### src/rtl/video_write_sched_if.sv
// rtl/video_write_sched_if.sv - CPU, fill-engine and video write-port signals of the write scheduler
interface video_write_sched_if;
  logic        cpu_req;
  logic [1:0]  cpu_param;
  logic [10:0] cpu_index;
  logic [15:0] cpu_val;
  logic        cpu_ack;
  logic        fill_start;
  logic        fill_sel;
  logic [15:0] fill_val;
  logic        fill_busy;
  logic        fill_done;
  logic        vblank;
  logic        wen;
  logic [1:0]  w_param;
  logic [10:0] w_index;
  logic [15:0] w_val;

  modport master (
    output cpu_req, cpu_param, cpu_index, cpu_val, fill_start, fill_sel, fill_val, vblank,
    input  cpu_ack, fill_busy, fill_done, wen, w_param, w_index, w_val
  );

  modport slave (
    input  cpu_req, cpu_param, cpu_index, cpu_val, fill_start, fill_sel, fill_val, vblank,
    output cpu_ack, fill_busy, fill_done, wen, w_param, w_index, w_val
  );
endinterface

### src/rtl/video_write_sched.sv
// rtl/video_write_sched.sv - round-robin CPU/fill scheduler for the video write port (VBLANK_GATE_EN gates grants to vblank)
module video_write_sched #(
  parameter int unsigned MAP_SIZE  = 1200,
  parameter int unsigned PAL_SIZE  = 16,
  parameter int unsigned TDEF_SIZE = 256
) (
  input logic               clk,
  input logic               resetn,
  video_write_sched_if.slave bus
);
  typedef enum logic {IDLE, RUN} fill_state_t;
  localparam logic LG_CPU  = 1'b0;
  localparam logic LG_FILL = 1'b1;

  fill_state_t state_q;
  logic [10:0] fill_idx_q;
  logic        fill_sel_q;
  logic [15:0] fill_val_q;
  logic        last_grant_q;
  logic        wen_q;
  logic [1:0]  w_param_q;
  logic [10:0] w_index_q;
  logic [15:0] w_val_q;
  logic        cpu_ack_q;
  logic        fill_done_q;

  logic        gate_ok;
  logic        cpu_elig;
  logic        fill_elig;
  logic        grant_cpu;
  logic        grant_fill;
  logic        cpu_in_range;
  logic        fill_last;
  logic [31:0] cpu_limit;

`ifdef VBLANK_GATE_EN
  assign gate_ok = bus.vblank;
`else
  logic unused_vblank;
  assign unused_vblank = bus.vblank;
  assign gate_ok       = 1'b1;
`endif

  // The ack bubble keeps a still-held request from being consumed twice.
  assign cpu_elig   = bus.cpu_req & ~cpu_ack_q & gate_ok;
  assign fill_elig  = (state_q == RUN) & gate_ok;
  assign grant_cpu  = cpu_elig & (~fill_elig | (last_grant_q == LG_FILL));
  assign grant_fill = fill_elig & ~grant_cpu;
  assign fill_last  = (fill_idx_q == 11'(MAP_SIZE - 1));

  always_comb begin
    cpu_limit = MAP_SIZE;
    case (bus.cpu_param)
      2'd0:    cpu_limit = PAL_SIZE;
      2'd1:    cpu_limit = TDEF_SIZE;
      default: cpu_limit = MAP_SIZE;
    endcase
    cpu_in_range = ({21'd0, bus.cpu_index} < cpu_limit);
  end

  always_ff @(posedge clk) begin
    if (!resetn) begin
      state_q      <= IDLE;
      fill_idx_q   <= '0;
      fill_sel_q   <= 1'b0;
      fill_val_q   <= '0;
      last_grant_q <= LG_FILL;
      wen_q        <= 1'b0;
      w_param_q    <= '0;
      w_index_q    <= '0;
      w_val_q      <= '0;
      cpu_ack_q    <= 1'b0;
      fill_done_q  <= 1'b0;
    end else begin
      wen_q       <= 1'b0;
      cpu_ack_q   <= grant_cpu;
      fill_done_q <= 1'b0;
      // Out-of-range CPU writes are acked but never reach the port.
      if (grant_cpu) begin
        last_grant_q <= LG_CPU;
        if (cpu_in_range) begin
          wen_q     <= 1'b1;
          w_param_q <= bus.cpu_param;
          w_index_q <= bus.cpu_index;
          w_val_q   <= bus.cpu_val;
        end
      end else if (grant_fill) begin
        last_grant_q <= LG_FILL;
        wen_q        <= 1'b1;
        w_param_q    <= {1'b1, fill_sel_q};
        w_index_q    <= fill_idx_q;
        w_val_q      <= fill_val_q;
      end
      case (state_q)
        IDLE: begin
          if (bus.fill_start) begin
            state_q    <= RUN;
            fill_idx_q <= '0;
            fill_sel_q <= bus.fill_sel;
            fill_val_q <= bus.fill_val;
          end
        end
        RUN: begin
          if (grant_fill) begin
            if (fill_last) begin
              state_q     <= IDLE;
              fill_done_q <= 1'b1;
            end else begin
              fill_idx_q <= fill_idx_q + 11'd1;
            end
          end
        end
      endcase
    end
  end

  assign bus.wen       = wen_q;
  assign bus.w_param   = w_param_q;
  assign bus.w_index   = w_index_q;
  assign bus.w_val     = w_val_q;
  assign bus.cpu_ack   = cpu_ack_q;
  assign bus.fill_done = fill_done_q;
  assign bus.fill_busy = (state_q == RUN);
endmodule
### src/flat_wrapper.sv
// flat-port wrapper written by rule: the top's interface ports become plain ports
module video_write_sched_flat 
#(
  parameter int unsigned MAP_SIZE  = 1200,
  parameter int unsigned PAL_SIZE  = 16,
  parameter int unsigned TDEF_SIZE = 256
)
  (clk, resetn, bus_cpu_req, bus_cpu_param, bus_cpu_index, bus_cpu_val, bus_fill_start, bus_fill_sel, bus_fill_val, bus_vblank, bus_cpu_ack, bus_fill_busy, bus_fill_done, bus_wen, bus_w_param, bus_w_index, bus_w_val);
  video_write_sched_if bus_i ();
  input logic clk;
  input logic resetn;
  input wire logic [$bits(bus_i.cpu_req)-1:0] bus_cpu_req;
  input wire logic [$bits(bus_i.cpu_param)-1:0] bus_cpu_param;
  input wire logic [$bits(bus_i.cpu_index)-1:0] bus_cpu_index;
  input wire logic [$bits(bus_i.cpu_val)-1:0] bus_cpu_val;
  input wire logic [$bits(bus_i.fill_start)-1:0] bus_fill_start;
  input wire logic [$bits(bus_i.fill_sel)-1:0] bus_fill_sel;
  input wire logic [$bits(bus_i.fill_val)-1:0] bus_fill_val;
  input wire logic [$bits(bus_i.vblank)-1:0] bus_vblank;
  output wire logic [$bits(bus_i.cpu_ack)-1:0] bus_cpu_ack;
  output wire logic [$bits(bus_i.fill_busy)-1:0] bus_fill_busy;
  output wire logic [$bits(bus_i.fill_done)-1:0] bus_fill_done;
  output wire logic [$bits(bus_i.wen)-1:0] bus_wen;
  output wire logic [$bits(bus_i.w_param)-1:0] bus_w_param;
  output wire logic [$bits(bus_i.w_index)-1:0] bus_w_index;
  output wire logic [$bits(bus_i.w_val)-1:0] bus_w_val;
  assign bus_i.cpu_req = bus_cpu_req;
  assign bus_i.cpu_param = bus_cpu_param;
  assign bus_i.cpu_index = bus_cpu_index;
  assign bus_i.cpu_val = bus_cpu_val;
  assign bus_i.fill_start = bus_fill_start;
  assign bus_i.fill_sel = bus_fill_sel;
  assign bus_i.fill_val = bus_fill_val;
  assign bus_i.vblank = bus_vblank;
  assign bus_cpu_ack = bus_i.cpu_ack;
  assign bus_fill_busy = bus_i.fill_busy;
  assign bus_fill_done = bus_i.fill_done;
  assign bus_wen = bus_i.wen;
  assign bus_w_param = bus_i.w_param;
  assign bus_w_index = bus_i.w_index;
  assign bus_w_val = bus_i.w_val;
  video_write_sched #(.MAP_SIZE(MAP_SIZE), .PAL_SIZE(PAL_SIZE), .TDEF_SIZE(TDEF_SIZE)) u_core (.clk(clk), .resetn(resetn), .bus(bus_i));
endmodule
### config.mk
export PLATFORM = sky130hd
export DESIGN_NAME = video_write_sched_flat
export DESIGN_NICKNAME = d
export VERILOG_FILES = /design/src/rtl/video_write_sched_if.sv /design/src/rtl/video_write_sched.sv /design/src/flat_wrapper.sv
export SDC_FILE = /design/constraint.sdc
export NUM_CORES = 1
export LEC_CHECK = 0
export ABC_CLOCK_PERIOD_IN_PS = 6600
export CAP_MARGIN = 20
export CORE_MARGIN = 3
export CORE_UTILIZATION = 50
export CTS_CLUSTER_DIAMETER = 200
export DETAILED_ROUTE_END_ITERATION = 6
export HOLD_SLACK_MARGIN = 0.05
export PLACE_DENSITY = 0.81
export SLEW_MARGIN = 10
export SYNTH_ARGS = -nofsm -noshare
export SYNTH_HDL_FRONTEND = slang
export SYNTH_SLANG_ARGS = --single-unit
### constraint.sdc
create_clock -name clk -period 6.6 [get_ports clk]
set_input_delay 1.65 -clock clk [delete_from_list [all_inputs] [get_ports clk]]
set_output_delay 1.65 -clock clk [all_outputs]
set_load 0.01 [all_outputs]
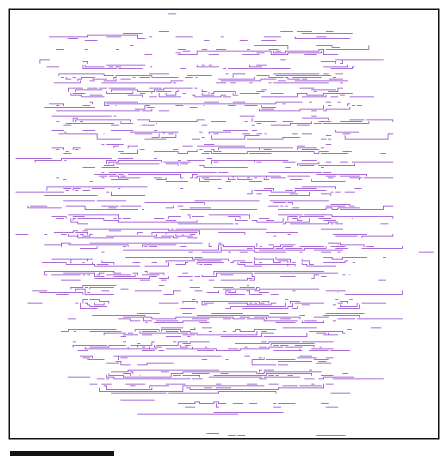
**Above:** run 1 (the metal 1 layer).
The bar under the picture is 20 um long.
share of all routed wire	45%
longest straight run	32.7 um

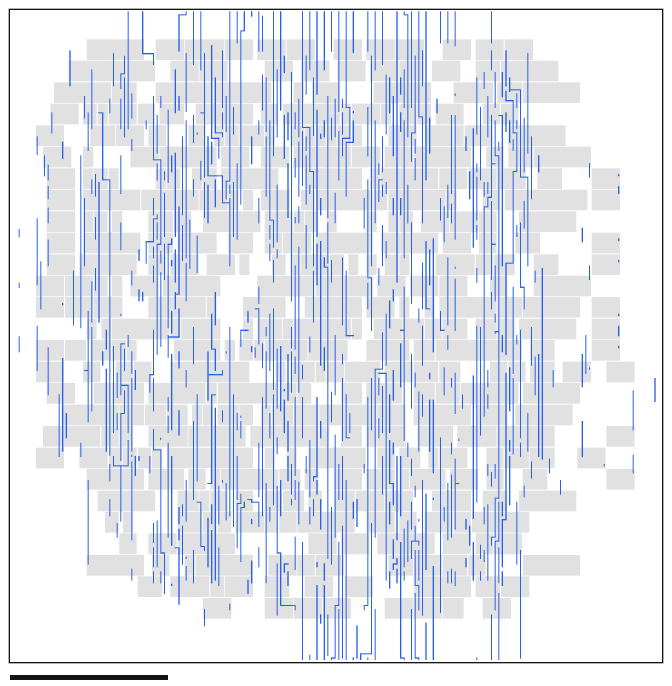
**Above:** run 1 (the metal 2 layer).
The bar under the picture is 20 um long. Cells faint in the background.
main direction	vertical
longest straight run	43.3 um
share of all routed wire	47%
nets with wire on the layer	364

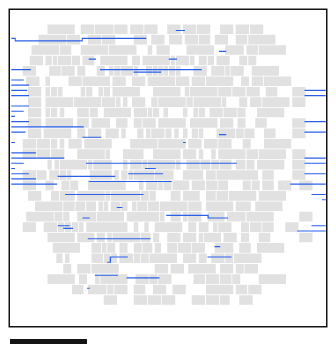
**Above:** run 1 (the metal 3 layer).
The bar under the picture is 20 um long. Cells faint in the background.
main direction	horizontal
wire length on this layer	420 um
longest straight run	39.1 um
share of all routed wire	5.6%
nets with wire on the layer	46

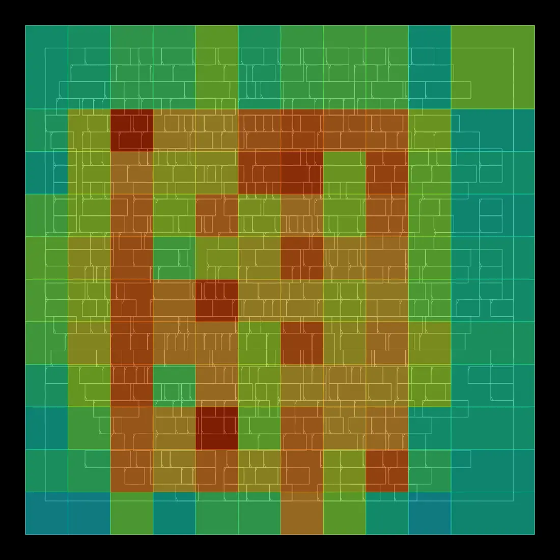
**Above:** run 1 (routing congestion map).
Total Routing Usage GR: 0.241
met1 Use GR: 0.329
GR Util met3: 0.0618

==> results.toml, run 1 <==
# synthesis and place-and-route metrics
[final_timing]
rsz0062_at_grt = "no"
maxSlewViolCount = 0
setup_tns_ns = 0
fmax_ghz = 0.263

[power]
power.density_mw_per_mm2 = 238
ir_drop_uv = 157

[layout]
drive_gt1_frac = 0.110
mostFrequentLayoutCells = "clkdlybuf4s50_1, dfxtp_1, nand2_1"
combGateArea_sq_mm = 0.00153
flop_area_sq_mm = 0.00124
n_antenna_cell = 0

[yosys]
synth_warnings = 0
synth_area_per_cell_sq_um = 9.45
syn-instance-count = 310
yosysSeqAreaShare = 0.424

[worst_setup_path]
crit_chain = "clkdlybuf4s50_1 > nor2b_1 > inv_1 > ha_1 > nand3b_1 > a21o_1 > a21oi_2 > buf_4 > a31o_2"
cp-end-kind = "flip-flop"
critPathBufInv = 3
worstReg2RegStart = "u_core.bus.fill_busy"
critical_path_required_ns = 6.89
r2r_setup_slack_ns = 4.17
crit_start = "bus_cpu_param[0]"
cp-endpoint = "u_core.bus.w_val[15]"
reg2reg_depth = 4
r2r_end = "u_core.fill_idx_q[4]"
slowest_delay_ns = 0.52

[drt]
wl_met2_mm = 3.52
vias = 2609
drtIter0Drc = 157
wl_met1_mm = 3.39
routedWlPerCell_um = 16.3
ant_nets = 0

[min_path]
hp-start = "u_core.fill_val_q[14]"
holdPathEnd = "u_core.fill_val_q[14]"
min_path_type = "flip-flop to flip-flop"

[run_status]
status = "finished clean"

[job]
maxCapViolCount = 0

[placed_design]
io_buffers = 82
globalplace.congestion = 0.838

[floorplanning]
die_area_sq_mm = 0.00681
core_area_sq_mm = 0.00557
std_cell_rows = 27
pin_count = 84

[clock_tree]
postCtsHoldBufs = 0
post_cts_resized = 0
cts_max_level = 3
cts_buffers = 9

[global_route]
grt_overflow = 0
## run 1: stage by stage
stage,power (W),cells,area [sq um],hold WS (ns)
finish,0.000948,462,3990,0.453
global route,0.000987,462,3990,0.485
detailed placement,0.000576,444,3740,0.446
CTS,0.000950,460,3960,0.456
global placement,0.000573,444,3740,0.441
floorplan,0.000507,310,2930,0.436
## run 1: where the power goes
group	leakage, nW	internal, W	switching, W	total, W
sequential	0.506	0.000394	0.0000118	0.000405
combinational	0.818	0.0000837	0.0000824	0.000166
clock	0.102	0.000223	0.000153	0.000376
## run 1: cell families after synthesis
group | share of synthesized area
AND/OR/NAND/NOR | 0.196
flip-flops | 0.424
multiplexers | 0.101
buffers and inverters | 0.0607
AND-OR/OR-AND | 0.188
adder cells (fa/ha/maj) | 0.0214
XOR/XNOR | 0.00897
## run 1: synth_stat cells (all sizes together)
cell type  count  area [sq um]
a2111oi        2          42.5
a211oi         3          35.0
a21o           1          7.51
a21oi         26           134
a311oi         1          8.76
a31o          28           245
and2           3          18.8
and4           1          10.0
buf           17           125
clkbuf         8          30.0
dfxtp         62          1240
ha             5          62.6
inv            6          22.5
mux2           1          15.0
mux2i         28           280
nand2         45           169
nand2b         2          12.5
nand3          4          20.0
nand3b         2          15.0
nand4          3          18.8
nor2          10          40.0
nor2b          2          12.5
nor3           1          5.00
nor4          29           196
nor4b          1          23.8
o211ai         2          15.0
o21a           2          15.0
o21ai          4          20.0
o221a          1          11.3
o31ai          1          7.51
o41ai          1          8.76
or2            1          6.26
or3            2          12.5
or4            2          15.0
xnor2          3          26.3
## run 1: layout make-up
type / count / area share
multi-input combinational: 217 / 0.382
sequential: 62 / 0.311
timing repair buffer: 89 / 0.222
clock buffer: 11 / 0.0355
tap: 72 / 0.0226
clock inverter: 5 / 0.0207
inverter: 6 / 0.00565
## Run 2: what changed since run 1
--- a/config.mk
+++ b/config.mk
@@ -5,14 +5,14 @@
 export SDC_FILE = /design/constraint.sdc
 export NUM_CORES = 1
 export LEC_CHECK = 0
-export ABC_CLOCK_PERIOD_IN_PS = 6600
+export ABC_CLOCK_PERIOD_IN_PS = 3870
 export CAP_MARGIN = 20
 export CORE_MARGIN = 3
-export CORE_UTILIZATION = 50
+export CORE_UTILIZATION = 48
 export CTS_CLUSTER_DIAMETER = 200
 export DETAILED_ROUTE_END_ITERATION = 6
 export HOLD_SLACK_MARGIN = 0.05
-export PLACE_DENSITY = 0.81
+export PLACE_DENSITY = 0.79
 export SLEW_MARGIN = 10
 export SYNTH_ARGS = -nofsm -noshare
 export SYNTH_HDL_FRONTEND = slang
==> constraint.sdc (replaced) <==
create_clock -name clk -period 3.87 [get_ports clk]
set_input_delay 0.9675 -clock clk [delete_from_list [all_inputs] [get_ports clk]]
set_output_delay 0.9675 -clock clk [all_outputs]
set_load 0.01 [all_outputs]
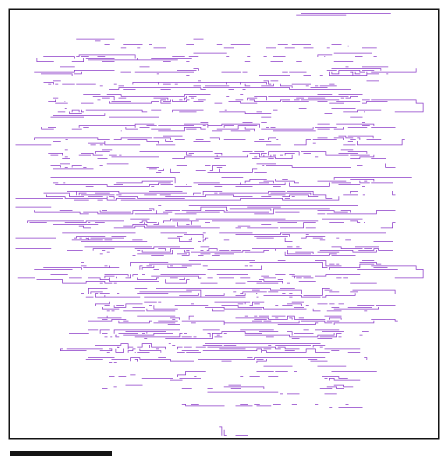
**Above:** run 2 (the metal 1 layer).
The bar under the picture is 20 um long.
longest straight run	33.1 um
main direction	horizontal
share of all routed wire	45%
wire length on this layer	3440 um

==> run 2 against run 1 <==
  * Clock power increased by 71%
  * Non-clock buffer count increased by 4
  * Clock-buffer cell count unchanged
  * Critical path depth increased by 1
  * Power increased by 71%
  * Worst hold slack improved by 0.0020 ns
  * Core utilization decreased by 1.3 points
  * Combinational power increased by 74%
  * Flip-flop count unchanged
  * Highest routed layer unchanged
  * Register-to-register slack got worse by 2.5 ns
  * Die area increased by 3.9%
==> results.toml, run 2 <==
# synthesis and place-and-route metrics
[yosys]
yosys.area_share.aoi = 0.188
synthFlopType = "dfxtp_1"
yosys.area.top_type = "dfxtp_1"
top_cell = "dfxtp_1"
synth-simple-area-share = 0.196
topCellsByArea = "dfxtp_1, mux2i_1, a31o_1"
synth_async_sr_flop_share = 0
top_cell_area_share = 0.424
synth_warnings = 0
common_cells = "dfxtp_1, nand2_1, mux2i_1, nor4_1, a21oi_1"

[min_path]
min_path_type = "flip-flop to flip-flop"
hp-start = "u_core.fill_val_q[4]"
holdPathEnd = "u_core.fill_val_q[4]"

[layout]
combGateArea_sq_mm = 0.00153
comb_share = 0.380
dominant-cell-class = "multi-input combinational cells"
buffers = 93
mostFrequentLayoutCells = "clkdlybuf4s50_1, dfxtp_1, nand2_1"
clock_buffers = 11
finalNonFillerCells = 465
buf_share = 0.227

[job]
maxCapViolCount = 0

[run_status]
status = "finished clean"

[floorplanning]
std_cell_rows = 27
die_area_sq_mm = 0.00708

[worst_setup_path]
r2r_end = "u_core.fill_idx_q[4]"

[placed_design]
globalplace.congestion = 0.837
io_buffers = 82

[final_timing]
maxSlewViolCount = 0

[power]
power.density_mw_per_mm2 = 405
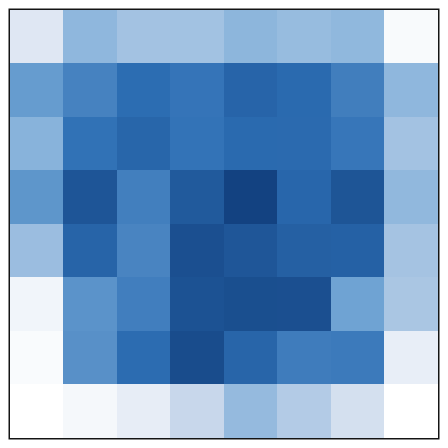
**Above:** run 2 (placement density heat map).
8 x 8 tiles, from white (low) to dark blue (high), 0 to 100% covered.
fullest tile	93%
nearly empty tiles	3.1%
tiles over 75% full	34%
emptiest ninth of the die	bottom left
densest ninth of the die	middle
mean over tiles	55%

-- run 2: cell counts after synthesis --
No cell type changed its count.
-- run 2: worst max-delay path by stage --
| stage | from | end | cells after the start |
|---|---|---|---|
| 2_1_floorplan | bus_cpu_param[0] | u_core.bus.w_val[6] | 9 |
| 3_3_place_gp | bus_cpu_param[1] | u_core.bus.w_param[0] | 8 |
| 3_5_place_dp | bus_cpu_param[1] | u_core.bus.w_param[0] | 8 |
| 4_1_cts | bus_cpu_param[1] | u_core.bus.w_param[0] | 8 |
| 5_1_grt | bus_cpu_param[0] | u_core.bus.w_val[15] | 10 |
| 6_report | bus_cpu_param[0] | u_core.bus.w_val[15] | 10 |
-- run 2: per-stage QoR --
step / cell area (sq um) / hold slack [ns] / total power (W) / worst slack [ns]
2_1_floorplan: 2930 / 0.436 / 0.000864 / 1.30
3_3_place_gp: 3770 / 0.442 / 0.000981 / 0.461
3_5_place_dp: 3770 / 0.449 / 0.000987 / 0.334
4_1_cts: 4000 / 0.457 / 0.00163 / 0.667
5_1_grt: 4010 / 0.470 / 0.00168 / 0.613
6_report: 4010 / 0.455 / 0.00162 / 0.764
-- run 2: worst reg2reg max path, delay by kind of cell (launching register included) --
family	cells	cell delay, ns
and+or+nand+nor	3	1.16
DFF	1	0.62
buffers and inverters	1	0.27
AOI/OAI and AO/OA	1	0.10
-- run 2: power breakdown --
group	internal [W]	switching (W)	leakage, nW
sequential	0.000671	0.0000208	0.506
combinational	0.000147	0.000142	0.836
clock	0.000392	0.000250	0.115
total	0.00121	0.000413	1.46
-- run 2: routing by layer --
layer	part of all wire	track usage	vias up
met3	0.052	0.0602	12
met4	0.016	0.0804	0
met2	0.48	0.352	80
li1	-	-	1302
met5	0	0	-
met1	0.45	0.290	1254
## Run 3: what changed since run 2
--- a/config.mk
+++ b/config.mk
@@ -5,7 +5,7 @@
 export SDC_FILE = /design/constraint.sdc
 export NUM_CORES = 1
 export LEC_CHECK = 0
-export ABC_CLOCK_PERIOD_IN_PS = 3870
+export ABC_CLOCK_PERIOD_IN_PS = 2860
 export CAP_MARGIN = 20
 export CORE_MARGIN = 3
 export CORE_UTILIZATION = 48
==> constraint.sdc (replaced) <==
create_clock -name clk -period 2.86 [get_ports clk]
set_input_delay 0.715 -clock clk [delete_from_list [all_inputs] [get_ports clk]]
set_output_delay 0.715 -clock clk [all_outputs]
set_load 0.01 [all_outputs]
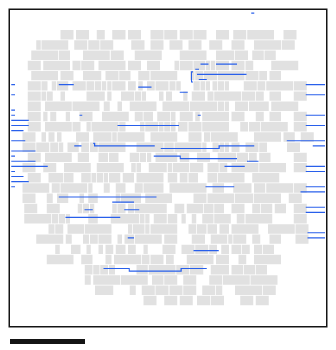
**Above:** run 3 (the metal 3 layer).
The bar under the picture is 20 um long. Cells faint in the background.
wire length on this layer	341 um
main direction	horizontal
nets with wire on the layer	49
share of all routed wire	4.5%
longest straight run	25.8 um

==> run 3 against run 2 <==
  * Worst hold slack worse by 0.00088 ns
  * Area after synthesis unchanged
  * Highest routed layer unchanged
  * Sequential power up 35%
  * Power grew 22%
  * Critical path depth stayed put
  * Register-to-register slack lost 0.94 ns
  * Clock-buffer cell count is 1 higher
  * Synthesized cell count is the same
  * Largest power group unchanged
  * Critical path type unchanged
==> results.toml, run 3 <==
# synthesis and place-and-route metrics
[power]
ir_drop_uv = 358
finalPower_w = 0.00198
power.density_mw_per_mm2 = 490
pwr-share-comb = 0.206
pwr-share-clk = 0.320
swShare = 0.268
seq_power_share = 0.474

[yosys]
topCellsByArea = "dfxtp_1, mux2i_1, a31o_1"
synth_area_per_cell_sq_um = 9.45
yosys.area.top_type = "dfxtp_1"

[drt]
wl_met1_mm = 3.40
ant_nets = 0
vias = 2660

[final_timing]
rsz0062_at_grt = "no"
setup_tns_ns = 0
fmax_ghz = 0.374
maxSlewViolCount = 0

[run_status]
status = "finished clean"

[floorplanning]
pin_count = 84
die_area_sq_mm = 0.00708
std_cell_rows = 27

[worst_setup_path]
cp-end-kind = "flip-flop"
reg2reg_depth = 6

[clock_tree]
cts_buffers = 9
cts_max_level = 3
postCtsHoldBufs = 0

[placed_design]
placedCellCount = 456

[layout]
n_antenna_cell = 0
mostFrequentLayoutCells = "clkdlybuf4s50_1, dfxtp_1, nand2_1"
finalNonFillerCells = 471

[job]
maxCapViolCount = 0

[global_route]
grt_usage = 0.217
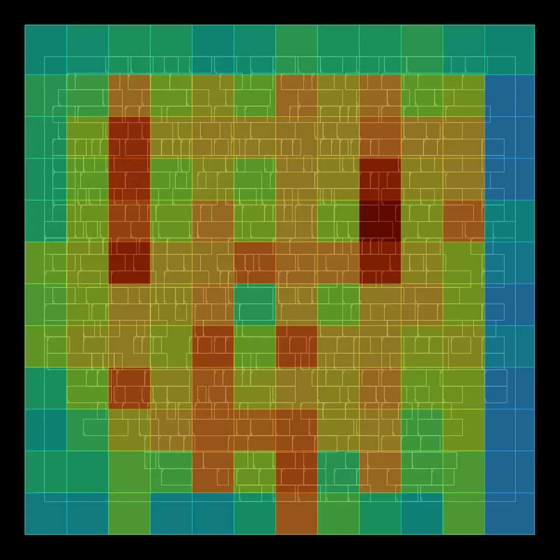
**Above:** run 3 (routing congestion map).
met2 Track Usage GR: 0.350
Avg WL per Cell: 16.0 um
GR Util met3: 0.0464
met1 Use GR: 0.286

## run 3: power by group through the flow
| stage | Combinational, W | Sequential, W | Clock [W] |
|---|---|---|---|
| 6_report | 0.000407 | 0.000937 | 0.000633 |
| 3_5_place_dp | 0.000400 | 0.000956 | 0 |
| 5_1_grt | 0.000439 | 0.000942 | 0.000696 |
| 4_1_cts | 0.000403 | 0.000937 | 0.000650 |
| 3_3_place_gp | 0.000392 | 0.000953 | 0 |
| 2_1_floorplan | 0.000206 | 0.000963 | 0 |
## run 3: critical path, cell delays in order
cell,delay [ns]
clkdlybuf4s50_1,0.51
nor2b_1,0.18
inv_1,0.07
ha_1,0.18
o21a_1,0.21
a2111oi_4,0.23
nor2_2,0.19
buf_8,0.20
nor4_1,0.32
a31o_1,0.14
## run 3: logic make-up after synthesis
kind of cell | synth area share
multiplexers | 0.101
adder cells (fa/ha/maj) | 0.0214
AND-OR/OR-AND | 0.188
XOR/XNOR | 0.00897
AND/OR/NAND/NOR | 0.196
buffers and inverters | 0.0607
flip-flops | 0.424
## run 3: path summary, 6_finish.rpt
kind	start	slack, ns	endpoint
max	bus_cpu_param[0]	0.19	u_core.bus.w_val[3]
min	u_core.fill_val_q[9]	0.45	u_core.fill_val_q[9]
max reg2reg	u_core.fill_idx_q[1]	0.70	u_core.fill_idx_q[9]
min reg2reg	u_core.fill_val_q[9]	0.45	u_core.fill_val_q[9]
## run 3: layout make-up
type,count,area [sq um]
clock buffer,12,145
clock inverter,2,10.0
fill,458,1670
inverter,6,22.5
multi-input combinational,217,1530
sequential,62,1240
tap,72,90.1
timing repair buffer,100,1000
No activity file was given, so power comes from the tool's default toggle rates.
